==> run_1/flops_by_reg.png <==
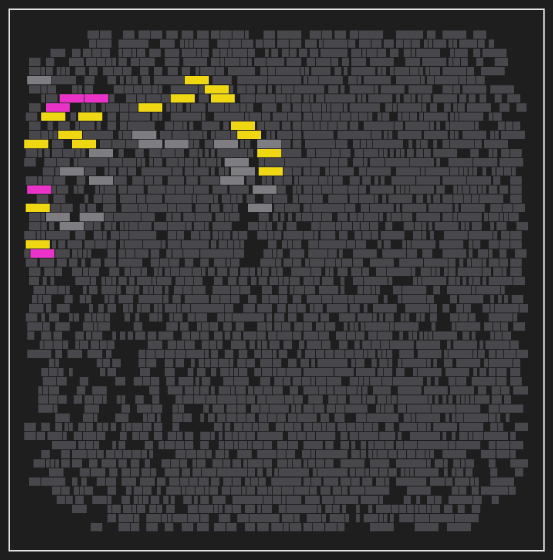
==> run_1/clocks.png <==
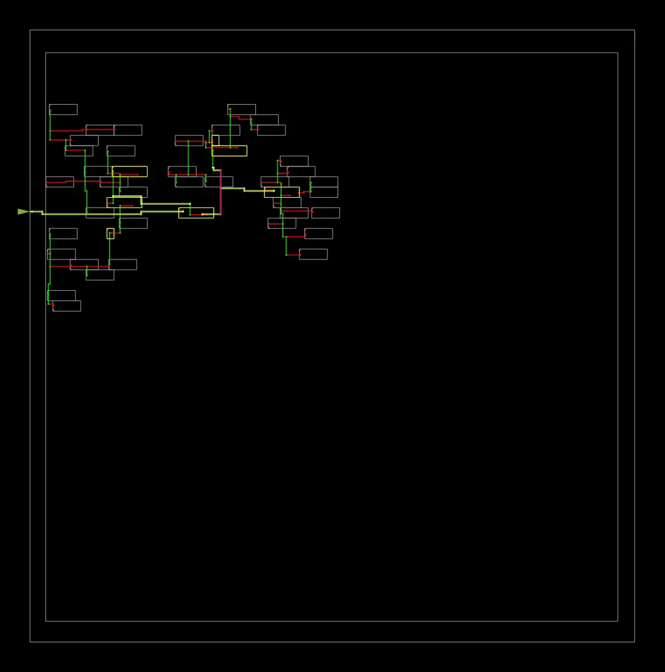
==> run_1/layer_met4.png <==
Supply wires on this layer in gray.
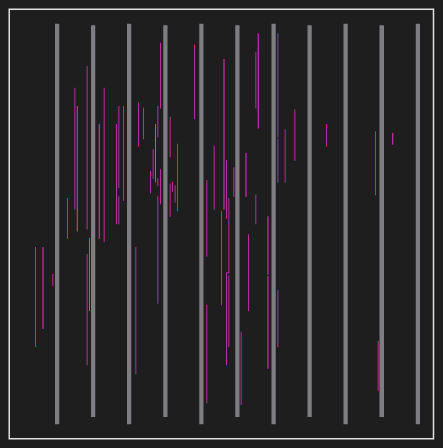
$ cat src/rtl/stage_2_pkg.sv
// Shared constants and helpers for the AV1 arithmetic encoder stage 2.
// Holds range reset value, minimum probability and the scaled product.
package stage_2_pkg;

  localparam int RANGE_W = 16;
  localparam int D_WIDTH = 5;

  localparam logic [RANGE_W-1:0] RANGE_RESET = 16'h8000;
  localparam logic [RANGE_W-1:0] EC_MIN_PROB = 16'd4;

  // (R8 * x) at 24 bits, then >> 1, kept modulo RANGE_W
  function automatic logic [RANGE_W-1:0] scale_prod(
    input logic [7:0]         r8,
    input logic [RANGE_W-1:0] x
  );
    logic [23:0] p;
    p = {16'b0, r8} * {8'b0, x};
    return p[RANGE_W:1];
  endfunction

endpackage

$ cat src/rtl/stage_2_lzc.sv
// Combinational leading-zero counter used to normalise the range.
// An all-zero input reports a count of W.
module stage_2_lzc #(
  parameter int W  = 16,
  parameter int DW = 5
) (
  input  logic [W-1:0]  din,
  output logic [DW-1:0] cnt
);

  always_comb begin
    cnt = DW'(W);
    for (int i = 0; i < W; i++) begin
      if (din[i]) cnt = DW'(W - 1 - i);
    end
  end

endmodule

$ cat src/rtl/stage_2.sv
// AV1 arithmetic encoder stage 2: range update and normalisation.
// Results are registered behind a valid/ready handshake.
module stage_2
  import stage_2_pkg::*;
#(
  parameter int RANGE_WIDTH    = 16,
  parameter int SYMBOL_WIDTH   = 4,
  parameter int LUT_DATA_WIDTH = 16,
  parameter int D_WIDTH        = 5
) (
  input  logic                      clk_stage_2,
  input  logic                      reset_stage_2,
  input  logic                      in_valid,
  output logic                      in_ready,
  input  logic                      COMP_mux_1,
  input  logic                      bool_n,
  input  logic [LUT_DATA_WIDTH-1:0] lut_u_in,
  input  logic [LUT_DATA_WIDTH-1:0] lut_v_in,
  input  logic [RANGE_WIDTH-1:0]    UU,
  input  logic [RANGE_WIDTH-1:0]    VV,
  input  logic [SYMBOL_WIDTH-1:0]   in_symbol,
  output logic                      out_valid,
  input  logic                      out_ready,
  output logic [RANGE_WIDTH-1:0]    out_low_add,
  output logic [RANGE_WIDTH-1:0]    out_range,
  output logic [D_WIDTH-1:0]        out_d
);

  logic [RANGE_WIDTH-1:0] range_reg;
  logic [7:0]             r8;
  logic [RANGE_WIDTH-1:0] u_val;
  logic [RANGE_WIDTH-1:0] v_val;
  logic [RANGE_WIDTH-1:0] vs_prod;
  logic [RANGE_WIDTH-1:0] new_r;
  logic [RANGE_WIDTH-1:0] low_add;
  logic [RANGE_WIDTH-1:0] norm_r;
  logic [D_WIDTH-1:0]     d_cnt;
  logic                   accept;

  assign in_ready = ~out_valid | out_ready;
  assign accept   = in_valid & in_ready;
  assign r8       = range_reg[RANGE_WIDTH-1 -: 8];
  assign vs_prod  = scale_prod(r8, VV);

  always_comb begin
    u_val   = scale_prod(r8, UU) + lut_u_in;
    v_val   = vs_prod + lut_v_in;
    new_r   = '0;
    low_add = '0;
    unique case (1'b1)
      (~bool_n): begin
        v_val = vs_prod + EC_MIN_PROB;
        if (in_symbol[0]) begin
          new_r   = v_val;
          low_add = range_reg - v_val;
        end else begin
          new_r   = range_reg - v_val;
        end
      end
      (bool_n & COMP_mux_1): begin
        new_r   = u_val - v_val;
        low_add = range_reg - u_val;
      end
      (bool_n & ~COMP_mux_1): begin
        new_r   = range_reg - v_val;
      end
      default: ;
    endcase
  end

  stage_2_lzc #(
    .W  (RANGE_WIDTH),
    .DW (D_WIDTH)
  ) u_lzc (
    .din (new_r),
    .cnt (d_cnt)
  );

  // shift by RANGE_WIDTH on zero input yields zero range
  assign norm_r = new_r << d_cnt;

  always_ff @(posedge clk_stage_2) begin
    if (reset_stage_2) begin
      range_reg   <= RANGE_RESET;
      out_valid   <= 1'b0;
      out_low_add <= '0;
      out_range   <= RANGE_RESET;
      out_d       <= '0;
    end else if (accept) begin
      range_reg   <= norm_r;
      out_valid   <= 1'b1;
      out_low_add <= low_add;
      out_range   <= norm_r;
      out_d       <= d_cnt;
    end else begin
      out_valid   <= out_valid & ~out_ready;
    end
  end

endmodule
$ cat config.mk
export PLATFORM = sky130hd
export DESIGN_NAME = stage_2
export DESIGN_NICKNAME = d
export VERILOG_FILES = /design/src/rtl/stage_2_pkg.sv /design/src/rtl/stage_2_lzc.sv /design/src/rtl/stage_2.sv
export SDC_FILE = /design/constraint.sdc
export NUM_CORES = 1
export LEC_CHECK = 0
export CORE_AREA = 4 4 155 157
export CTS_BUF_LIST = sky130_fd_sc_hd__clkbuf_16
export CTS_CLUSTER_DIAMETER = 100
export DETAILED_ROUTE_END_ITERATION = 8
export DIE_AREA = 0 0 159 161
export PLACE_DENSITY_LB_ADDON = 0.15
export SYNTH_ARGS = -nofsm -noshare
export SYNTH_HDL_FRONTEND = slang
export SYNTH_SLANG_ARGS = --single-unit
$ cat constraint.sdc
create_clock -name clk_stage_2 -period 10.1 [get_ports clk_stage_2]
set_clock_uncertainty 0.1 [all_clocks]
set_input_delay 3.03 -clock clk_stage_2 [delete_from_list [all_inputs] [get_ports clk_stage_2]]
set_output_delay 3.03 -clock clk_stage_2 [all_outputs]
set_load 0.01 [all_outputs]
==> impl_metrics.yaml, run 1 <==
# synthesis and place-and-route metrics
run_status:
  status: "complete, but fails checks"
  violations: "setup timing"
route:
  wl_per_cell_um: 18.5
  ant_nets: 0
  drtPass1Iterations: 8
  via_per_inst: 5.78
logic_synthesis:
  ys_warn_count: 0
  edf_count: 0
  syn_inst: 1555
  yosysSeqAreaShare: 0.0617
  syn_area_um2: 12300
  yosysChipArea_um2: 12300
  top_cells_by_count: "inv_1 (201), nand2_1 (162), and2_1 (142), fa_1 (137), ha_1 (128)"
  numSynthFlops: 38
  top_cells_by_area: "fa_1 (22%), ha_1 (13%), and2_1 (7.2%), dfxtp_1 (6.2%), inv_1 (6.1%)"
  post-synth-top-area-fraction: 0.223
setup_path:
  r2r-end: "range_reg[11]$_SDFFE_PP0P_"
  cp.depth: 40
  rrSetupSlack_ps: 1230
  cp_top_family: "AND-OR/OR-AND gates"
  critPathArrivalTime_ps: 10860
  r2r_cells: 38
  cp_slowest_cell: "fa_2"
  max_stage_delay_ps: 570
  critPathMaxFanout: 6
global_route:
  grt_overflow: 0
  track_usage: 0.306
  grt_pass1_vias: 13153
  grt_first_pass_wirelength_mm: 65.4
worst_hold_path:
  hold_start: "out_d[1]$_SDFFE_PP0P_"
  min_path_type: "flop to flop"
  whs_path_depth: 2
timing:
  hold_violations: 0
  fin_ws_ps: -651
  finalSetupViolCount: 21
  finalCriticalPeriod_ps: 10750
  rsz0062_at_grt: "yes"
  worstMarginPinSlew_ps: 910
placement:
  post-dp-hpwl_mm: 32.1
  place_worst_setup_slack_ps: -1540
  port_buffers: 109
run:
  tool_warnings: 34
  drv_cap: 0
floorplanning:
  io_pins: 113
  core-area_um2: 22500
  initCoreUtil: 0.548
clocking:
  holdBufCountCts: 0
  insertion_delay_ps: 280
About flops_by_reg.png:
| netlist name | color | flops |
|---|---|---|
| out_d | magenta | 5 |
| out_low_add | yellow | 16 |
not colored: 17
sequential share of cell area: 0.0428
Final Core Density: 0.790
FF/Latch Area: 761 um^2

About clocks.png:
clkbuf count: 5
clk sinks: 38
flop count: 38

About layer_met4.png:
share of all routed wire: 3.5%
wire length on this layer: 1,490 um
nets with wire on the layer: 53
main direction: vertical
detailed-route via count: 13,151
final wirelength: 42.2 mm

-- run 1: tightest hold or removal path, delay by kind of cell, from the launching register on --
kind | cells | cell delay, ps
AOI/OAI and AO/OA | 1 | 50
DFF | 1 | 310
and+or+nand+nor | 1 | 50
-- run 1: metal layers --
layer,up-vias,track usage,part of all wire,wire length [um]
li1,6127,-,-,-
met1,6400,0.403,0.41,17100
met2,501,0.539,0.50,20900
met3,123,0.0337,0.063,2640
met4,0,0.0840,0.035,1490
met5,-,0,0,0
-- run 1: worst max-delay path by stage --
stage,startpoint,to,slack [ps]
after global routing,VV[3],range_reg[7]$_SDFFE_PP0P_,-980
after floorplan,VV[3],range_reg[7]$_SDFFE_PP0P_,-420
final,UU[0],range_reg[11]$_SDFFE_PP0P_,-650
after detailed placement,UU[2],range_reg[7]$_SDFFE_PP0P_,-1540
after CTS,UU[3],range_reg[14]$_SDFFE_PP0P_,-670
after global placement,UU[3],range_reg[5]$_SDFFE_PP0P_,-1390
-- run 1: through the flow --
stage          hold slack [ps]  area [um^2]  instances
6_report                   364        17800       2277
5_1_grt                    394        17800       2277
4_1_cts                    364        17000       2248
3_5_place_dp               351        16200       2220
3_3_place_gp               343        16200       2220
2_1_floorplan              376        12500       1555
-- run 1: cell type report --
type | instances | area, um^2 | area share
multi-input cells | 1268 | 11800 | 0.665
repair buffers | 478 | 3950 | 0.222
flip-flops and latches | 38 | 761 | 0.0428
inverters | 201 | 761 | 0.0428
well taps | 285 | 357 | 0.0201
clock buffers | 5 | 125 | 0.00704
clock inverters | 2 | 10.0 | 0.000563
-- run 1: layout by cell type, fill, tap and decap left out, types with 12 or more instances in the layout --
cell / instances
xor2_1: 33
nor2b_1: 13
nand2b_1: 14
a21oi_1: 51
inv_1: 189
ha_1: 98
nand3_1: 14
buf_4: 350
dfxtp_1: 38
o21a_1: 18
xnor2_1: 58
ha_4: 26
nor3_1: 27
nor2_1: 76
nand2_1: 158
a21o_1: 33
o21ai_0: 53
clkdlybuf4s50_1: 92
fa_1: 131
and2_1: 126
and2_4: 17
a21oi_2: 19
buf_6: 22
o21ai_2: 12
-- run 1: cell families (layout without fill, tap and decap cells) --
logic type	Yosys count	after routing	share of synthesized area
xor gates and xnor gates	111	111	0.0806
DFF	38	38	0.0617
muxes	25	25	0.0212
buffers and inverters	249	686	0.0772
adders and majority gates	265	265	0.352
and+or+nand+nor	529	529	0.218
AOI/OAI and AO/OA	338	338	0.188
-- run 1: timing repair --
item / in CTS / in global routing
setup buffers: 22 / 30
resized: 167 / 133
pin swaps: 93 / 107
setup endpoints to repair: 21 / 21
==> run_1/sizes.png <==
Bar = 50 um.
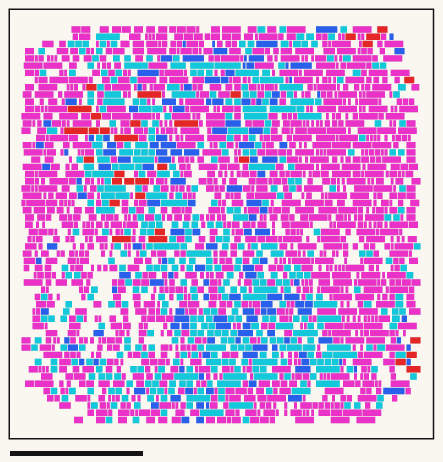

==> run 2, diff against run 1 <==
CORE_AREA = 4 4 203 146   (was 4 4 155 157)
DIE_AREA = 0 0 207 150   (was 0 0 159 161)
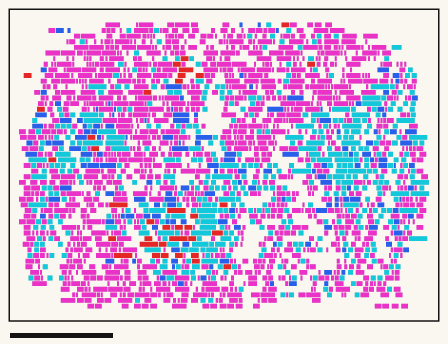
(run_2/sizes.png)
Bar = 50 um.
| size | color | cells |
|---|---|---|
| _3 and _4 cells | cyan | 459 |
| _0 and _1 cells | magenta | 1,364 |
| _2 cells | blue | 150 |
| _6 and larger | red | 36 |
non-clock buffer count: 494
fin worst setup slack: -668 ps
finished layout cell area: 18,200 um^2
area delta synth->final: 47.3%

==> run 2 against run 1 <==
  * The flow still finishes with violations (setup timing)
  * Synthesized cell count stayed put
  * Count of clock-buffer cells in the layout stayed put
  * Hold slack worse by 6.5 ps
  * Utilization is 13 points lower
  * Sequential cell count stayed put
  * Critical endpoint is now range_reg[13]$_SDFFE_PP0P_
==> impl_metrics.yaml, run 2 <==
# synthesis and place-and-route metrics
run_status:
  status: "complete, but fails checks"
  violations: "setup timing"
setup_path:
  rrSetupSlack_ps: 960
  r2r_cells: 38
  cp_slowest_cell: "or4b_4"
clocking:
  insertion_delay_ps: 280
  clkSinkCount: 38
  holdBufCountCts: 0
placement:
  port_buffers: 109
  place_area_um2: 16400
run:
  tool_warnings: 34
  drv_cap: 0
route:
  wirelength_mm: 43.0
  wl_met1_mm: 20.6
  maxUsedRoutingLayer: "met4"
  drtPass1Iterations: 5
  route.met2.wl_mm: 18.1
  dr_total_vias: 12800
worst_hold_path:
  hold_start: "out_low_add[2]$_SDFFE_PP0P_"
  min_path_type: "flop to flop"
logic_synthesis:
  top_cells_by_area: "fa_1 (22%), ha_1 (13%), and2_1 (7.2%), dfxtp_1 (6.2%), inv_1 (6.1%)"
  yosysChipArea_um2: 12300
  numSynthFlops: 38
  yosysSeqAreaShare: 0.0617
  edf_count: 0
timing:
  rsz0062_at_grt: "yes"
  finalSetupViolCount: 21
  fin_ws_ps: -668
global_route:
  grt_pass1_vias: 12559
[run 2: cell counts after synthesis]
No cell type changed its count.
[run 2: cells by family after synthesis]
group | Yosys count | synth area share
DFF | 38 | 0.0617
AOI/OAI and AO/OA | 338 | 0.188
muxes | 25 | 0.0212
adders and majority gates | 265 | 0.352
xor gates and xnor gates | 111 | 0.0806
buffers and inverters | 249 | 0.0772
and+or+nand+nor | 529 | 0.218
[run 2: critical path: cells and delay by family]
family                   cells  cell delay (ps)
AND/OR/NAND/NOR              3              820
multiplexers                 1              220
AND-OR/OR-AND               16             2400
XOR/XNOR                     4              850
buffers and inverters        6              800
adder cells (fa/ha/maj)      7             2690
[run 2: what timing repair did]
| item | 4_1_cts | 5_1_grt |
|---|---|---|
| setup endpoints to repair | 21 | 21 |
| pin swaps | 108 | 117 |
| setup buffers | 25 | 32 |
| gates resized | 175 | 172 |
[run 2: layer usage]
layer	track usage	up-vias
li1	-	6160
met1	0.412	6132
met2	0.389	475
met3	0.0530	33
met4	0.0274	0
met5	0	-
[run 2: final timing paths]
check                                              endpoint
worst max-delay path             range_reg[13]$_SDFFE_PP0P_
worst min-delay path            out_low_add[2]$_SDFFE_PP0P_
worst max register to register   range_reg[13]$_SDFFE_PP0P_
worst min register to register  out_low_add[2]$_SDFFE_PP0P_
[run 2: through the flow]
step	worst slack [ps]	hold WS (ps)	cells	setup TNS (ps)
after floorplan	-424	376	1555	-4190
after global placement	-1740	347	2320	-31670
after detailed placement	-1880	348	2320	-35430
after CTS	-680	356	2352	-11370
after global routing	-950	378	2380	-15680
final	-668	357	2380	-10130
[run 2: final cells by class]
type                            count  area, um^2
Fill cell                        2308        9420
Inverter                          201         757
Sequential cell                    38         761
Clock inverter                      3        16.3
Multi-Input combinational cell   1268       12000
Clock buffer                        5         125
Timing Repair Buffer              494        4070
Tap cell                          371         464
==> run 3, diff against run 2 <==
ABC_CLOCK_PERIOD_IN_PS = 10100   (was default)
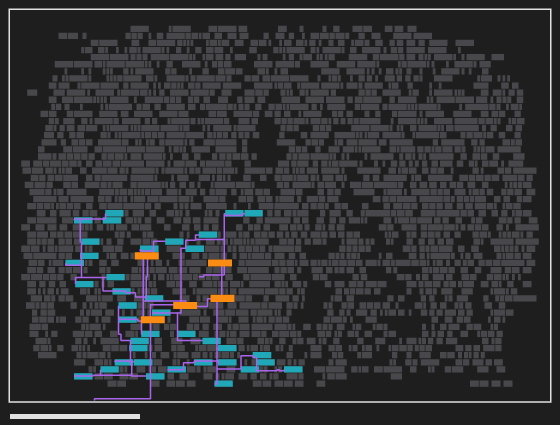
(run_3/clk_routes.png)
Bar = 50 um.
[flip-flops] cyan | count: 38
[clock drivers] orange | count: 5
[clock wires] purple | length: 578 um
routed clock nets: 6
Worst-Skew Late Latency: 280 ps

==> run 3 against run 2 <==
  * The flow still finishes with violations (setup timing)
  * Synthesized cell count unchanged
  * Global-route usage unchanged
  * Count of clock-buffer cells in the layout unchanged
  * Non-clock buffer count unchanged
  * Critical path type unchanged
  * Highest routed layer unchanged
==> impl_metrics.yaml, run 3 <==
# synthesis and place-and-route metrics
logic_synthesis:
  yosysSeqAreaShare: 0.0617
  ys_warn_count: 0
  edf_count: 0
  top_cell: "inv_1"
  avgSynthCellArea_um2: 7.93
  syn_area_um2: 12300
  numSynthFlops: 38
  top_cells_by_count: "inv_1 (201), nand2_1 (162), and2_1 (142), fa_1 (137), ha_1 (128)"
  top_cells_by_area: "fa_1 (22%), ha_1 (13%), and2_1 (7.2%), dfxtp_1 (6.2%), inv_1 (6.1%)"
  ys.flop_type: "dfxtp_1"
  yosysChipArea_um2: 12300
route:
  wirelength_mm: 43.0
  dr_total_vias: 12800
  via_per_inst: 5.38
  drtPass1Iterations: 5
setup_path:
  max_stage_delay_ps: 560
  cp_slowest_cell: "or4b_4"
  cp_top_family: "adder cells"
  crit_path_frequent_cell: "a21oi_2"
  path_buffers: 6
finish:
  area_delta_synth_final_pct: 47.3
  n_antenna_cell: 0
  final_cell_area_um2: 18200
  fin_cells: 2380
  layout_top_cells: "buf_4 (364), inv_1 (189), nand2_1 (149)"
worst_hold_path:
  min_path_type: "flop to flop"
clocking:
  path_clk_slew_ps: 60
  cts_root_buf: "clkbuf_16"
  clkSinkCount: 38
  holdBufCountCts: 0
  numCtsBuffers: 5
timing:
  fmax_mhz: 92.9
  fin_ws_ps: -668
  slew_viol_final: 0
  max-slew-margin-rel: 0.314
  whs_ps: 357
  rsz0062_at_grt: "yes"
  finalSetupViolCount: 21
run:
  drv_cap: 0
  tool_warnings: 34
global_route:
  grt_pass1_vias: 12559
run_status:
  status: "complete, but fails checks"
  violations: "setup timing"
placement:
  place_area_um2: 16400
  port_buffers: 109
  placed_cells: 2320
-- run 3: cell counts in the layout (fill, tap and decap cells not counted) --
Identical to the previous run, type by type.
-- run 3: cells by family after synthesis --
| family | count (synthesis) | share of synthesized area |
|---|---|---|
| and+or+nand+nor | 529 | 0.218 |
| AOI/OAI and AO/OA | 338 | 0.188 |
| adders and majority gates | 265 | 0.352 |
| buffers and inverters | 249 | 0.0772 |
| xor gates and xnor gates | 111 | 0.0806 |
| DFF | 38 | 0.0617 |
| muxes | 25 | 0.0212 |
-- run 3: per-stage QoR --
| step | TNS, ps | setup slack (ps) |
|---|---|---|
| 2_1_floorplan | -4190 | -424 |
| 3_3_place_gp | -31670 | -1740 |
| 3_5_place_dp | -35430 | -1880 |
| 4_1_cts | -11370 | -680 |
| 5_1_grt | -15680 | -950 |
| 6_report | -10130 | -668 |
-- run 3: final cells by class --
class | count | area [um^2]
fill | 2308 | 9420
sequential | 38 | 761
clock inverter | 3 | 16.3
tap | 371 | 464
clock buffer | 5 | 125
timing repair buffer | 494 | 4070
multi-input combinational | 1268 | 12000
inverter | 201 | 757
-- run 3: worst min-delay path, cell delays in order (launching register included) --
cell,delay (ps)
dfxtp_1,310
nand2_1,50
a21oi_1,50
-- run 3: path summary, 6_finish.rpt --
| check | start | slack, ps | endpoint | depth (start not counted) |
|---|---|---|---|---|
| max | VV[2] | -670 | range_reg[13]$_SDFFE_PP0P_ | 37 |
| min | out_low_add[2]$_SDFFE_PP0P_ | 360 | out_low_add[2]$_SDFFE_PP0P_ | 2 |
| max reg2reg | range_reg[11]$_SDFFE_PP0P_ | 960 | range_reg[13]$_SDFFE_PP0P_ | 38 |
| min reg2reg | out_low_add[2]$_SDFFE_PP0P_ | 360 | out_low_add[2]$_SDFFE_PP0P_ | 2 |
-- run 3: layer usage --
metal	GRT usage	up-vias	routed length, um
li1	-	6160	-
met1	0.412	6132	20600
met2	0.389	475	18100
met3	0.0530	33	3890
met4	0.0274	0	444
met5	0	-	0
-- run 3: timing repair --
action | in CTS | in global routing
setup buffers | 25 | 32
resized | 175 | 172
endpoints found under the setup margin | 21 | 21
pin swaps | 108 | 117
gates cloned | 0 | 0
endpoints found under the hold margin | 0 | 0
